==> config.mk <==
export PLATFORM = sky130hd
export DESIGN_NAME = ctrl_decode_pipe_flat
export DESIGN_NICKNAME = d
export VERILOG_FILES = /design/src/rtl/ctrl_decode_pipe_if.sv /design/src/rtl/ctrl_decode_pipe.sv /design/src/flat_wrapper.sv
export SDC_FILE = /design/constraint.sdc
export NUM_CORES = 1
export LEC_CHECK = 0
export CAP_MARGIN = 20
export CORE_UTILIZATION = 40
export DETAILED_ROUTE_END_ITERATION = 10
export GPL_ROUTABILITY_DRIVEN = 0
export GPL_TIMING_DRIVEN = 0
export MAX_ROUTING_LAYER = met4
export PLACE_DENSITY = 0.73
export SYNTH_ARGS = -nofsm -noshare
export SYNTH_HDL_FRONTEND = slang
export SYNTH_SLANG_ARGS = --single-unit
==> constraint.sdc <==
create_clock -name clk -period 6.7 [get_ports clk]
set_input_delay 0.67 -clock clk [delete_from_list [all_inputs] [get_ports clk]]
set_output_delay 0.67 -clock clk [all_outputs]
set_load 0.02 [all_outputs]
### Placement by cell class, run 1

Scale bar: 50 um.
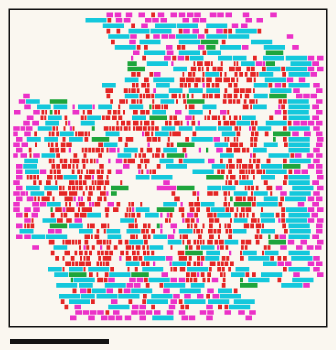
class	color	cells
remaining buffers and delay cells	magenta	292
combinational and other logic	red	730
sequential cells	cyan	217
clock drivers and dummy loads	green	40
area of the core: 24250 um^2
register share of the cell area: 0.3986
post-route cell area: 13290 um^2

### I/O nets highlighted, run 1

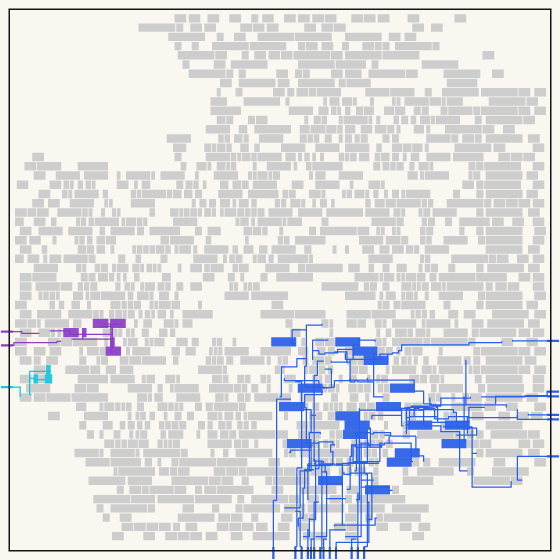
port	color	direction	edge	end cells	buffers	wire
bus_instr_type	purple	input	left	6	2	82.4 um
cnt_arith	blue	output	13 bottom, 6 right	19	19	1440 um
bus_in_valid	cyan	input	left	3	1	24.1 um
I/O pin count: 235
number of port buffers: 232

### Routing congestion map, run 1

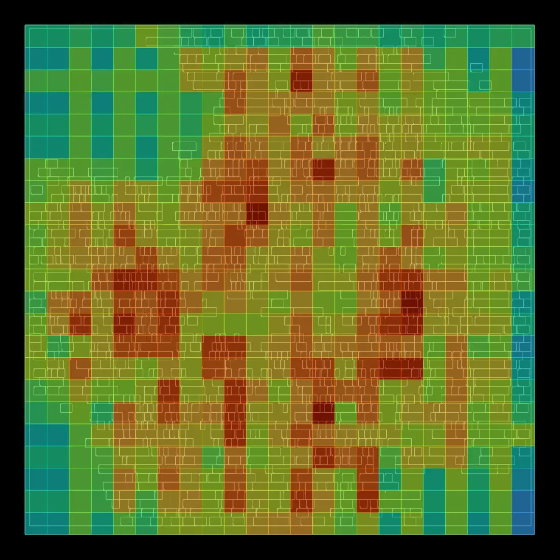
global-route track usage on met3: 0.04676
met2 track demand over resource: 0.3684
utilization of the core after routing: 0.5479

### Sizing map, run 1

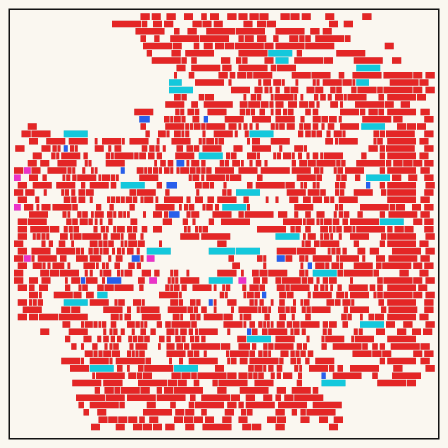
size	color	cells
_3 and _4 cells	magenta	7
_2 cells	blue	17
_0 and _1 cells	red	1227
_6 and larger	cyan	28
setup ws final: 1321 ps
synthesis-to-layout area growth: 34.99%
number of non-clock buffers: 292

==> results.rst, run 1 <==
Physical design figures
=======================

.. list-table::
   :header-rows: 1

   * - Metric
     - Value
   * - Most common cell after layout, fill and taps aside
     - sky130_fd_sc_hd__clkdlybuf4s50_1
   * - Die extent in y
     - 158.9 um
   * - Setup violations, final
     - 0
   * - Yosys cell count
     - 1006
   * - Max-slew violation count
     - 0
   * - Highest ir drop seen on vdd
     - 0.1390 mV
   * - Met1 global-route usage
     - 0.3033
   * - Routed vias
     - 8697
   * - RSZ-0062 raised after global routing
     - no
   * - Number of flip-flops and latches in the synthesized netlist
     - 217
   * - Kind of launch point of the worst setup path
     - input port
   * - Required time reported for the critical path endpoint
     - 7130 ps
   * - Internal reg-to-reg setup slack
     - 3840 ps
   * - Multi-Input Combinational
     - 710
   * - Met2 Routed Length
     - 13.47 mm
   * - Worst Hold Path Cells
     - 2
   * - Detailed-placement wirelength estimate
     - 20.96 mm
   * - Post-synthesis mux area share
     - 0.005467
   * - Largest buffer count on any clock path
     - 3
   * - Fraction of the mapped netlist area in simple logic gates
     - 0.2732
   * - Site Rows
     - 57
   * - Main flop type
     - sky130_fd_sc_hd__dfxtp_1
   * - Number of buffers added for setup after CTS
     - 0
   * - Routed wire per std cell
     - 18.18 um
   * - Nets
     - 1287
   * - Drt drc
     - 0
   * - Total wire length after detailed routing
     - 29.16 mm
   * - Result of the run
     - completed
   * - Combinational share of cell area
     - 0.3181
   * - Post-Syn Area
     - 9842 um^2
   * - Number of clock buffers inserted by TritonCTS
     - 23
   * - Overall overflow remaining after global route
     - 0
   * - Worst Setup Slack post-DPL
     - 860.8 ps
   * - Die span in x
     - 158.9 um
   * - Dominant comb cell
     - simple AND/OR/NAND/NOR gates
   * - Clock tree from TritonCTS
     - yes
[run 1: stage by stage]
step           cells  power [uW]
3_5_place_dp    1563        1714
4_1_cts         1603        2878
3_3_place_gp    1562        1711
2_1_floorplan   1006        1586
6_report        1604        2857
5_1_grt         1604        2952
[run 1: power by group through the flow]
| stage | clock network, uW | logic (uW) | registers (uW) |
|---|---|---|---|
| floorplan | 0 | 85.6 | 1500 |
| global placement | 0 | 256 | 1450 |
| detailed placement | 0 | 260 | 1450 |
| CTS | 1190 | 261 | 1430 |
| global route | 1250 | 276 | 1430 |
| finish | 1170 | 261 | 1420 |
[run 1: cell usage after synthesis (13+ instances only)]
cell | number | area (um^2)
sky130_fd_sc_hd__and3_1 | 19 | 118.9
sky130_fd_sc_hd__xnor2_1 | 26 | 227.7
sky130_fd_sc_hd__nand2_1 | 77 | 289.0
sky130_fd_sc_hd__nor2_1 | 81 | 304.0
sky130_fd_sc_hd__edfxtp_1 | 95 | 2853
sky130_fd_sc_hd__o21ai_0 | 27 | 135.1
sky130_fd_sc_hd__xor2_1 | 21 | 183.9
sky130_fd_sc_hd__a21oi_1 | 66 | 330.3
sky130_fd_sc_hd__or3_1 | 24 | 150.1
sky130_fd_sc_hd__inv_1 | 20 | 75.07
sky130_fd_sc_hd__nand4_1 | 30 | 187.7
sky130_fd_sc_hd__nor3_1 | 17 | 85.08
sky130_fd_sc_hd__dfxtp_1 | 122 | 2442
sky130_fd_sc_hd__nand3_1 | 56 | 280.3
sky130_fd_sc_hd__clkbuf_1 | 45 | 168.9
sky130_fd_sc_hd__and2_1 | 101 | 631.9
sky130_fd_sc_hd__nor2b_1 | 29 | 181.4
sky130_fd_sc_hd__nor4_1 | 13 | 81.33
--- run 2 (diff from run 1) ---
PLACE_DENSITY = 0.75   (was 0.73)
clock period = 4.7 ns   (was 6.7 ns; I/O delays follow)
==> run 2 against run 1 <==
Against the previous run:
- worst setup slack worse by 880 ps
- sequential power increased by 43%
- sequential cell count unchanged
- sequential share of layout area fell by 0.24 points
- area after synthesis did not move
- wire length hardly changed
- register-to-register slack lost 2000 ps
- die size stayed put
- utilization increased by 0.33 points
- clock power grew 59%
- highest routed layer unchanged
- first-iteration DRC count is 2.6% higher
- synthesized cell count stayed put
==> results.rst, run 2 <==
Physical design figures
=======================

.. list-table::
   :header-rows: 1

   * - Metric
     - Value
   * - Clock tree from TritonCTS
     - yes
   * - Result of the run
     - completed
   * - Dominant cells by area after synthesis
     - sky130_fd_sc_hd__edfxtp_1 (29%), sky130_fd_sc_hd__dfxtp_1 (25%), sky130_fd_sc_hd__and2_1 (6.4%), sky130_fd_sc_hd__a21oi_1 (3.4%), sky130_fd_sc_hd__nor2_1 (3.1%)
   * - Library cell occupying the most area in the post-synthesis netlist
     - sky130_fd_sc_hd__edfxtp_1
   * - Most common cell after layout, fill and taps aside
     - sky130_fd_sc_hd__clkdlybuf4s50_1
   * - Die span in x
     - 158.9 um (unchanged)
   * - Internal reg-to-reg setup slack
     - 1870 ps (-1970 ps)
   * - Worst Hold Path Cells
     - 2 (unchanged)
   * - Nets
     - 1286 (-0.078%)
   * - Post-Syn Area
     - 9842 um^2 (unchanged)
   * - Setup ws final
     - 443.3 ps (-878.0 ps)
   * - Overall overflow remaining after global route
     - 0 (unchanged)
   * - Most numerous cell types in the synthesized netlist
     - sky130_fd_sc_hd__dfxtp_1 (122), sky130_fd_sc_hd__and2_1 (101), sky130_fd_sc_hd__edfxtp_1 (95), sky130_fd_sc_hd__nor2_1 (81), sky130_fd_sc_hd__nand2_1 (77)
   * - Post-placement cell count
     - 1563 (unchanged)
   * - RSZ-0062 raised after global routing
     - no
   * - Drt drc
     - 0 (unchanged)
   * - Routed vias
     - 8617 (-0.92%)
   * - Number of flip-flops and latches in the synthesized netlist
     - 217 (unchanged)
   * - Site Rows
     - 57 (unchanged)
   * - Area of the core
     - 24250 um^2 (unchanged)
   * - Setup violations, final
     - 0 (unchanged)
   * - Power after layout
     - 4262 uW (+49%)
   * - Max-slew violation count
     - 0 (unchanged)
   * - Area leader share
     - 0.2899 (unchanged)
   * - Largest buffer count on any clock path
     - 3 (unchanged)
   * - Most common cell in the netlist
     - sky130_fd_sc_hd__dfxtp_1
   * - Number of port buffers
     - 232 (unchanged)
run 2: cell counts after synthesis:
No cell type changed its count.
run 2: critical path: cells and delay by family:
| kind | cells | cell delay [ps] |
|---|---|---|
| adder cells (fa/ha/maj) | 1 | 250 |
| buffers and inverters | 6 | 2340 |
| AND-OR/OR-AND | 1 | 160 |
| AND/OR/NAND/NOR | 6 | 1430 |
run 2: power breakdown:
group          switching [uW]  internal (uW)  total, uW
Combinational             238            133        371
Sequential               18.7           2010       2030
Clock                     745           1110       1860
Total                    1000           3260       4260
run 2: area by class of cell:
cell class	instances	area, um^2
fill	2147	10880
buffer	58	247.7
multi-input combinational	710	4227
timing repair buffer	233	2350
inverter	20	75.07
sequential	217	5295
clock inverter	16	180.2
antenna	1	2.502
clock buffer	25	583.1
tap	324	405.4
run 2: logic make-up (layout without fill, tap and decap cells):
| group | Yosys count | after routing | share of synthesized area |
|---|---|---|---|
| AND-OR/OR-AND | 152 | 152 | 0.09497 |
| XOR/XNOR | 47 | 47 | 0.04183 |
| adder cells (fa/ha/maj) | 11 | 11 | 0.01373 |
| buffers and inverters | 79 | 352 | 0.03280 |
| flip-flops | 217 | 217 | 0.5380 |
| multiplexers | 5 | 5 | 0.005466 |
| other | 0 | 1 | 0 |
| AND/OR/NAND/NOR | 495 | 495 | 0.2732 |
run 2: routing by layer:
metal / up-vias / part of all wire / track usage / wire, um
met5: - / 0 / - / 0
met4: 0 / 0.024 / 0.06993 / 692
met3: 58 / 0.085 / 0.05042 / 2467
met2: 368 / 0.47 / 0.3788 / 13780
met1: 4090 / 0.42 / 0.2911 / 12190
li1: 4101 / - / - / -
run 2: timing repair:
action / CTS / global route
setup endpoints to repair: 10 / 14
endpoints found under the hold margin: 0 / 0
gates cloned: 0 / 0
setup buffers: 0 / 0
gates resized: 2 / 2
### Sizing map, run 2

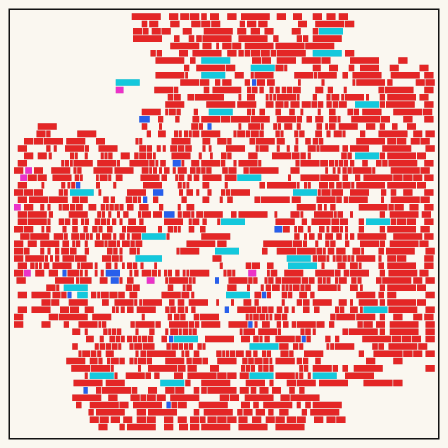
size	color	cells
_6 and larger	cyan	29
_0 and _1 cells	red	1222
_3 and _4 cells	magenta	7
_2 cells	blue	21
synthesis-to-layout area growth: 35.80%
post-route cell area: 13370 um^2
number of non-clock buffers: 291

### Routing congestion map, run 2

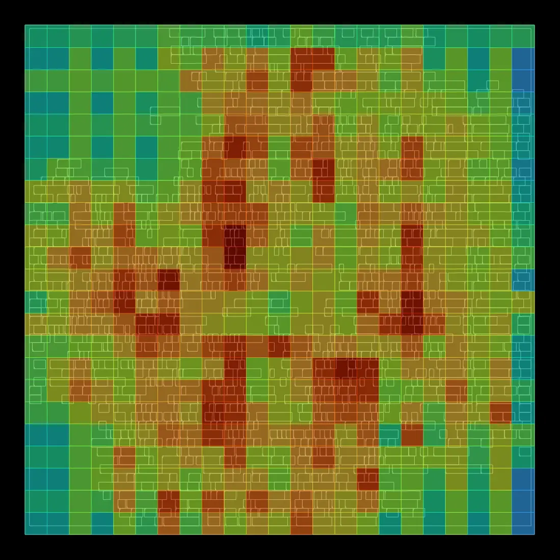
Routed wire per std cell: 18.16 um
global routing's busiest layer: met2
overall routing resource usage: 0.2333
met1 global-route usage: 0.2911
met2 track demand over resource: 0.3788

Power is estimated from default activity; no workload was simulated.
